==> src/rtl/mem_access_unit_pkg.sv <==
// Shared constants for the memory access sequencer.
// State encoding, reset instruction and opcode values.
package mem_access_unit_pkg;

    typedef logic [3:0] state_t;

    localparam state_t S_IDLE  = 4'b0001;
    localparam state_t S_ISSUE = 4'b0010;
    localparam state_t S_WAIT  = 4'b0100;
    localparam state_t S_DONE  = 4'b1000;

    localparam logic [31:0] NOP_INST = 32'h00000013;

    localparam logic [6:0] OPC_LOAD  = 7'h03;
    localparam logic [6:0] OPC_STORE = 7'h23;
    localparam logic [6:0] OPC_RTYPE = 7'h33;

    // Counter width able to hold MEM_LATENCY-1 (at least one bit).
    function automatic int cnt_width(input int lat);
        return (lat > 1) ? $clog2(lat) : 1;
    endfunction

endpackage

==> src/rtl/mem_access_unit_latency_counter.sv <==
// Loadable down-counter with zero flag.
// Tracks the remaining RAM read-latency cycles.
module mem_latency_counter #(
    parameter int WIDTH = 1
) (
    input  logic             clk,
    input  logic             rst,
    input  logic             load,
    input  logic [WIDTH-1:0] load_value,
    input  logic             dec,
    output logic [WIDTH-1:0] count,
    output logic             zero
);

    // Load has priority; decrement saturates at zero.
    always_ff @(posedge clk or posedge rst) begin
        if (rst) begin
            count <= '0;
        end else if (load) begin
            count <= load_value;
        end else if (dec && !zero) begin
            count <= count - WIDTH'(1);
        end
    end

    assign zero = (count == '0);

endmodule

==> src/rtl/mem_access_unit.sv <==
// Memory access sequencer between the control FSM and a single-port RAM.
// Define MEM_ACCESS_CHECK_EN to build overlap/misalignment detection.
module mem_access_unit
    import mem_access_unit_pkg::*;
#(
    parameter int ADDR_WIDTH     = 32,
    parameter int DATA_WIDTH     = 32,
    parameter int MEM_ADDR_WIDTH = 10,
    parameter int MEM_LATENCY    = 1
) (
    input  logic                      clk,
    input  logic                      rst,
    input  logic                      ce,
    input  logic                      wre,
    input  logic                      IorDSelector,
    input  logic                      irWriteEnable,
    input  logic [ADDR_WIDTH-1:0]     pc,
    input  logic [ADDR_WIDTH-1:0]     aluOut,
    input  logic [DATA_WIDTH-1:0]     writeData,
    input  logic [DATA_WIDTH-1:0]     memDout,
    output logic                      memCe,
    output logic                      memOce,
    output logic                      memWre,
    output logic [MEM_ADDR_WIDTH-1:0] memAddr,
    output logic [DATA_WIDTH-1:0]     memDin,
    output logic [31:0]               instReg,
    output logic [6:0]                instOpcode,
    output logic [DATA_WIDTH-1:0]     mdr,
    output logic                      busy,
    output logic                      accessDone,
    output logic                      accessError
);

    localparam int CW = cnt_width(MEM_LATENCY);
    localparam logic [CW-1:0] LAT_LOAD = CW'(MEM_LATENCY - 1);

    state_t                    state;
    state_t                    next_state;
    logic [MEM_ADDR_WIDTH-1:0] addr_q;
    logic [DATA_WIDTH-1:0]     data_q;
    logic                      wre_q;
    logic                      dest_q;
    logic [ADDR_WIDTH-1:0]     req_addr;
    logic                      accept;
    logic                      cnt_zero;
    logic [CW-1:0]             cnt;
    logic                      unused_addr_bits;

    assign req_addr = IorDSelector ? aluOut : pc;
    assign accept   = ce && (state == S_IDLE || state == S_DONE);
    assign unused_addr_bits = ^{req_addr[ADDR_WIDTH-1:MEM_ADDR_WIDTH+2],
                                req_addr[1:0], cnt};

    mem_latency_counter #(
        .WIDTH(CW)
    ) u_lat (
        .clk        (clk),
        .rst        (rst),
        .load       (state == S_ISSUE && !wre_q),
        .load_value (LAT_LOAD),
        .dec        (state == S_WAIT),
        .count      (cnt),
        .zero       (cnt_zero)
    );

    // State register.
    always_ff @(posedge clk or posedge rst) begin
        if (rst) begin
            state <= S_IDLE;
        end else begin
            state <= next_state;
        end
    end

    // Next-state logic; ce outside IDLE/DONE is ignored.
    always_comb begin
        next_state = S_IDLE;
        unique case (state)
            S_IDLE:  next_state = ce ? S_ISSUE : S_IDLE;
            S_ISSUE: next_state = wre_q ? S_DONE : S_WAIT;
            S_WAIT:  next_state = cnt_zero ? S_DONE : S_WAIT;
            S_DONE:  next_state = ce ? S_ISSUE : S_IDLE;
            default: next_state = S_IDLE;
        endcase
    end

    // Strobes decoded from state so reset drops them asynchronously.
    always_comb begin
        memCe      = 1'b0;
        memOce     = 1'b0;
        memWre     = 1'b0;
        busy       = 1'b0;
        accessDone = 1'b0;
        unique case (state)
            S_ISSUE: begin
                memCe  = 1'b1;
                memOce = 1'b1;
                memWre = wre_q;
                busy   = 1'b1;
            end
            S_WAIT: begin
                memOce = 1'b1;
                busy   = 1'b1;
            end
            S_DONE:  accessDone = 1'b1;
            default: ;
        endcase
    end

    // Latch the accepted request (word address, data, direction, target).
    always_ff @(posedge clk or posedge rst) begin
        if (rst) begin
            addr_q <= '0;
            data_q <= '0;
            wre_q  <= 1'b0;
            dest_q <= 1'b0;
        end else if (accept) begin
            addr_q <= req_addr[MEM_ADDR_WIDTH+1:2];
            data_q <= writeData;
            wre_q  <= wre;
            dest_q <= irWriteEnable;
        end
    end

    // Capture read data on the edge closing the last WAIT cycle.
    always_ff @(posedge clk or posedge rst) begin
        if (rst) begin
            instReg <= NOP_INST;
            mdr     <= '0;
        end else if (state == S_WAIT && cnt_zero) begin
            if (dest_q) begin
                instReg <= memDout[31:0];
            end else begin
                mdr <= memDout;
            end
        end
    end

    assign memAddr    = addr_q;
    assign memDin     = data_q;
    assign instOpcode = instReg[6:0];

`ifdef MEM_ACCESS_CHECK_EN
    logic err_q;

    // Sticky flag: overlapping request or misaligned address.
    always_ff @(posedge clk or posedge rst) begin
        if (rst) begin
            err_q <= 1'b0;
        end else if ((ce && busy) || (accept && req_addr[1:0] != 2'b00)) begin
            err_q <= 1'b1;
        end
    end

    assign accessError = err_q;
`else
    assign accessError = 1'b0;
`endif

endmodule

==> config.mk <==
export PLATFORM = sky130hd
export DESIGN_NAME = mem_access_unit
export DESIGN_NICKNAME = d
export VERILOG_FILES = /design/src/rtl/mem_access_unit_pkg.sv /design/src/rtl/mem_access_unit_latency_counter.sv /design/src/rtl/mem_access_unit.sv
export SDC_FILE = /design/constraint.sdc
export NUM_CORES = 1
export LEC_CHECK = 0
export CAP_MARGIN = 20
export CELL_PAD_IN_SITES_DETAIL_PLACEMENT = 0
export CELL_PAD_IN_SITES_GLOBAL_PLACEMENT = 1
export CORE_UTILIZATION = 27
export DETAILED_ROUTE_END_ITERATION = 6
export GPL_ROUTABILITY_DRIVEN = 0
export PLACE_DENSITY = 0.8
export SLEW_MARGIN = 20
export SYNTH_ARGS = -nofsm -noshare
export SYNTH_HDL_FRONTEND = slang
export SYNTH_HIERARCHICAL = 1
export SYNTH_SLANG_ARGS = --single-unit
==> constraint.sdc <==
create_clock -name clk -period 3.8 [get_ports clk]
set_input_delay 1.14 -clock clk [delete_from_list [all_inputs] [get_ports clk]]
set_output_delay 1.14 -clock clk [all_outputs]
set_load 0.02 [all_outputs]
pdn.png
Bar = 50 um. Pins as bars on the die edge.
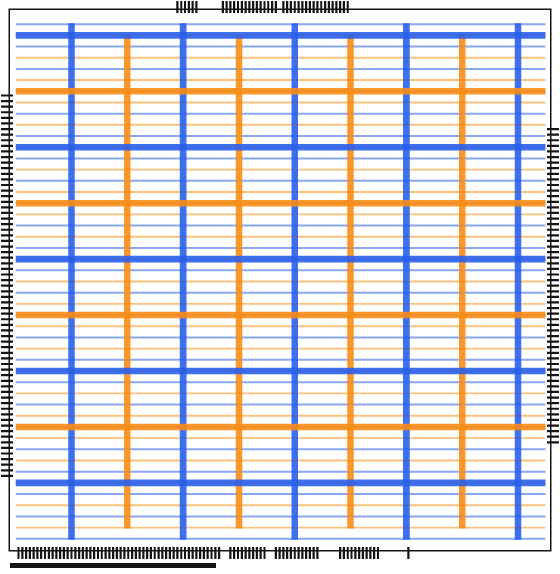
- VSS: blue
- VDD: orange
- met4 straps: 9
- rows: 46
- met1 rails: 47
- met5 straps: 9

cell_classes.png
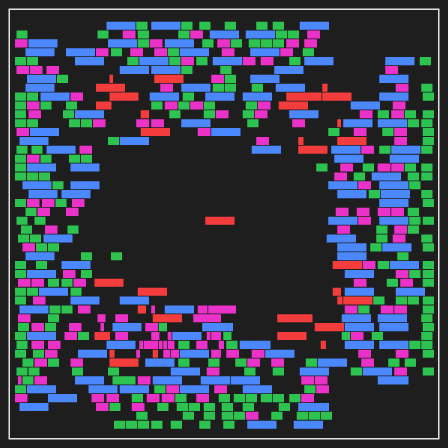
- clock drivers and dummy loads: red (cells 32; share of their area 8.2%)
- all other logic: magenta (cells 141; share of their area 21%)
- flip-flops: blue (cells 113; share of their area 40%)
- other buffers and delay cells: green (cells 211; share of their area 30%)

==> flow_metrics.tcl <==
# flow metrics
set metrics [dict create \
    status "completed" \
    hold_buffers 0 \
    synthCells 275 \
    min_to "instReg[21]$_DFFE_PP0P_" \
    ys_area_mm2 0.00451 \
    crit_path_end_kind "primary output" \
    grt_max_degree 56 \
    cts_max_path_buffers 2 \
    holdPathStages 1 \
    cts_setup_buffers 0 \
    cp.arrival_ns 2.40 \
    ff_count 113 \
    fa_ha_area_share_pct 0 \
    hold_viol 0 \
    final_common_cell "clkdlybuf4s50_1" \
    flop_area_mm2 0.00283 \
    hold_class "flip-flop to flip-flop" \
    seq_share_pct 38.8 \
    logic_area_mm2 0.00149 \
    gr-total-overflow 0 \
    ys_sh_xor_pct 0.388 \
    power_uw 6650 \
    r2r-start "state[1]$_DFF_PP0_" \
    hpwl_um 7680 \
    hold_start "instReg[21]$_DFFE_PP0P_" \
    root_buffer "clkbuf_16" \
    antenna_found_initial 0 \
    tightest_slew_ns 0.845 \
    power_density_mw_per_mm2 911 \
    htree_levels 4 \
    synth.avg_cell_area_um2 16.4 \
    reg2reg_slack_ns 1.50 \
    ys_cells 275 \
    num_vias 3057 \
    synth_cell_types 24 \
    insertion_delay_ns 0.40 \
    comb_share_pct 20.4 \
    drc_errors 0 \
    yosysWarnings 6 \
    syn_to_final_growth_pct 61.8 \
    period_used_pct 93.2 \
    busiest_layer "met2" \
    p_leak_uw 0.00307 \
    avgRoutedWirePerCell_um 15.1 \
    skew_ns 0.00630 \
    warning_count 70 \
    drtAntennaViolNets 0 \
    slowest_stage "or4b_2" \
    clockBufferCount 21 \
    portBuffers 207 \
    bufAreaShareNonClock_pct 29.0 \
    cts.sinks 113 \
    grtUsageMet2_pct 22.0 \
    met3_usage_pct 5.79 \
    cpPeakStageDelay_ns 0.66 \
    cts_resized 0 \
    simple_gate_share_pct 2.16 \
    largestClassByArea "flip-flops and latches" \
    synth_seq_share_pct 62.8 \
    cts_buffers 17 \
    logic_family "multiplexers" \
    dieWidth_um 131 \
    report.final.setup_viol 0 \
]
clock_map.png
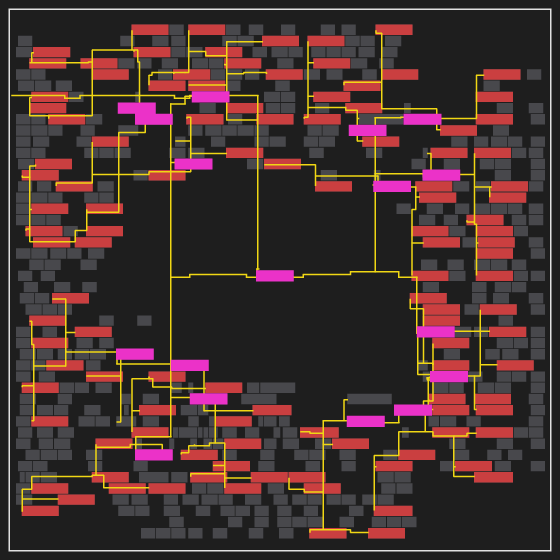
- clock wires: yellow (length 1,550 um)
- cells driving clock nets: magenta (count 17)
- flip-flops: red (count 113)
- routed clock nets: 18
- flops lie: widely spread

metal_stack.png
Bar = 50 um.
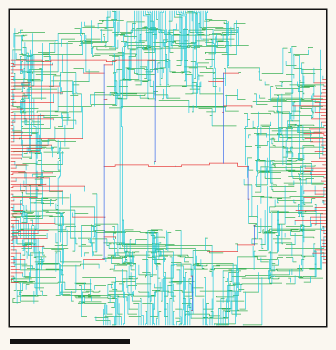
- met1: green (wire length 4,310 um)
- met3: red (wire length 932 um)
- met2: cyan (wire length 5,340 um)
- met4: blue (wire length 197 um)

[power breakdown]
| part | switching (uW) | internal (uW) |
|---|---|---|
| combinational | 1360 | 1630 |
| sequential | 330 | 1810 |
| clock | 528 | 990 |
| total | 2220 | 4430 |
[Yosys cell counts (all sizes together)]
cell / count
conb: 1
and3: 1
or4b: 1
buf: 22
a21o: 1
nand3b: 1
mux2: 118
nand2: 1
nor4b: 3
dfstp: 4
dfrtp: 109
o31ai: 1
inv: 5
o22ai: 1
nor3: 1
nor2: 2
xnor2: 2
and2: 1
[per-stage QoR]
step                instance area (um2)  setup WS [ns]  hold WS [ns]
global placement                   6730          0.682         0.470
CTS                                7300          0.218         0.494
finish                             7300          0.257         0.488
detailed placement                 6730          0.662         0.482
global route                       7300          0.152         0.512
floorplan                          4520           1.11         0.455
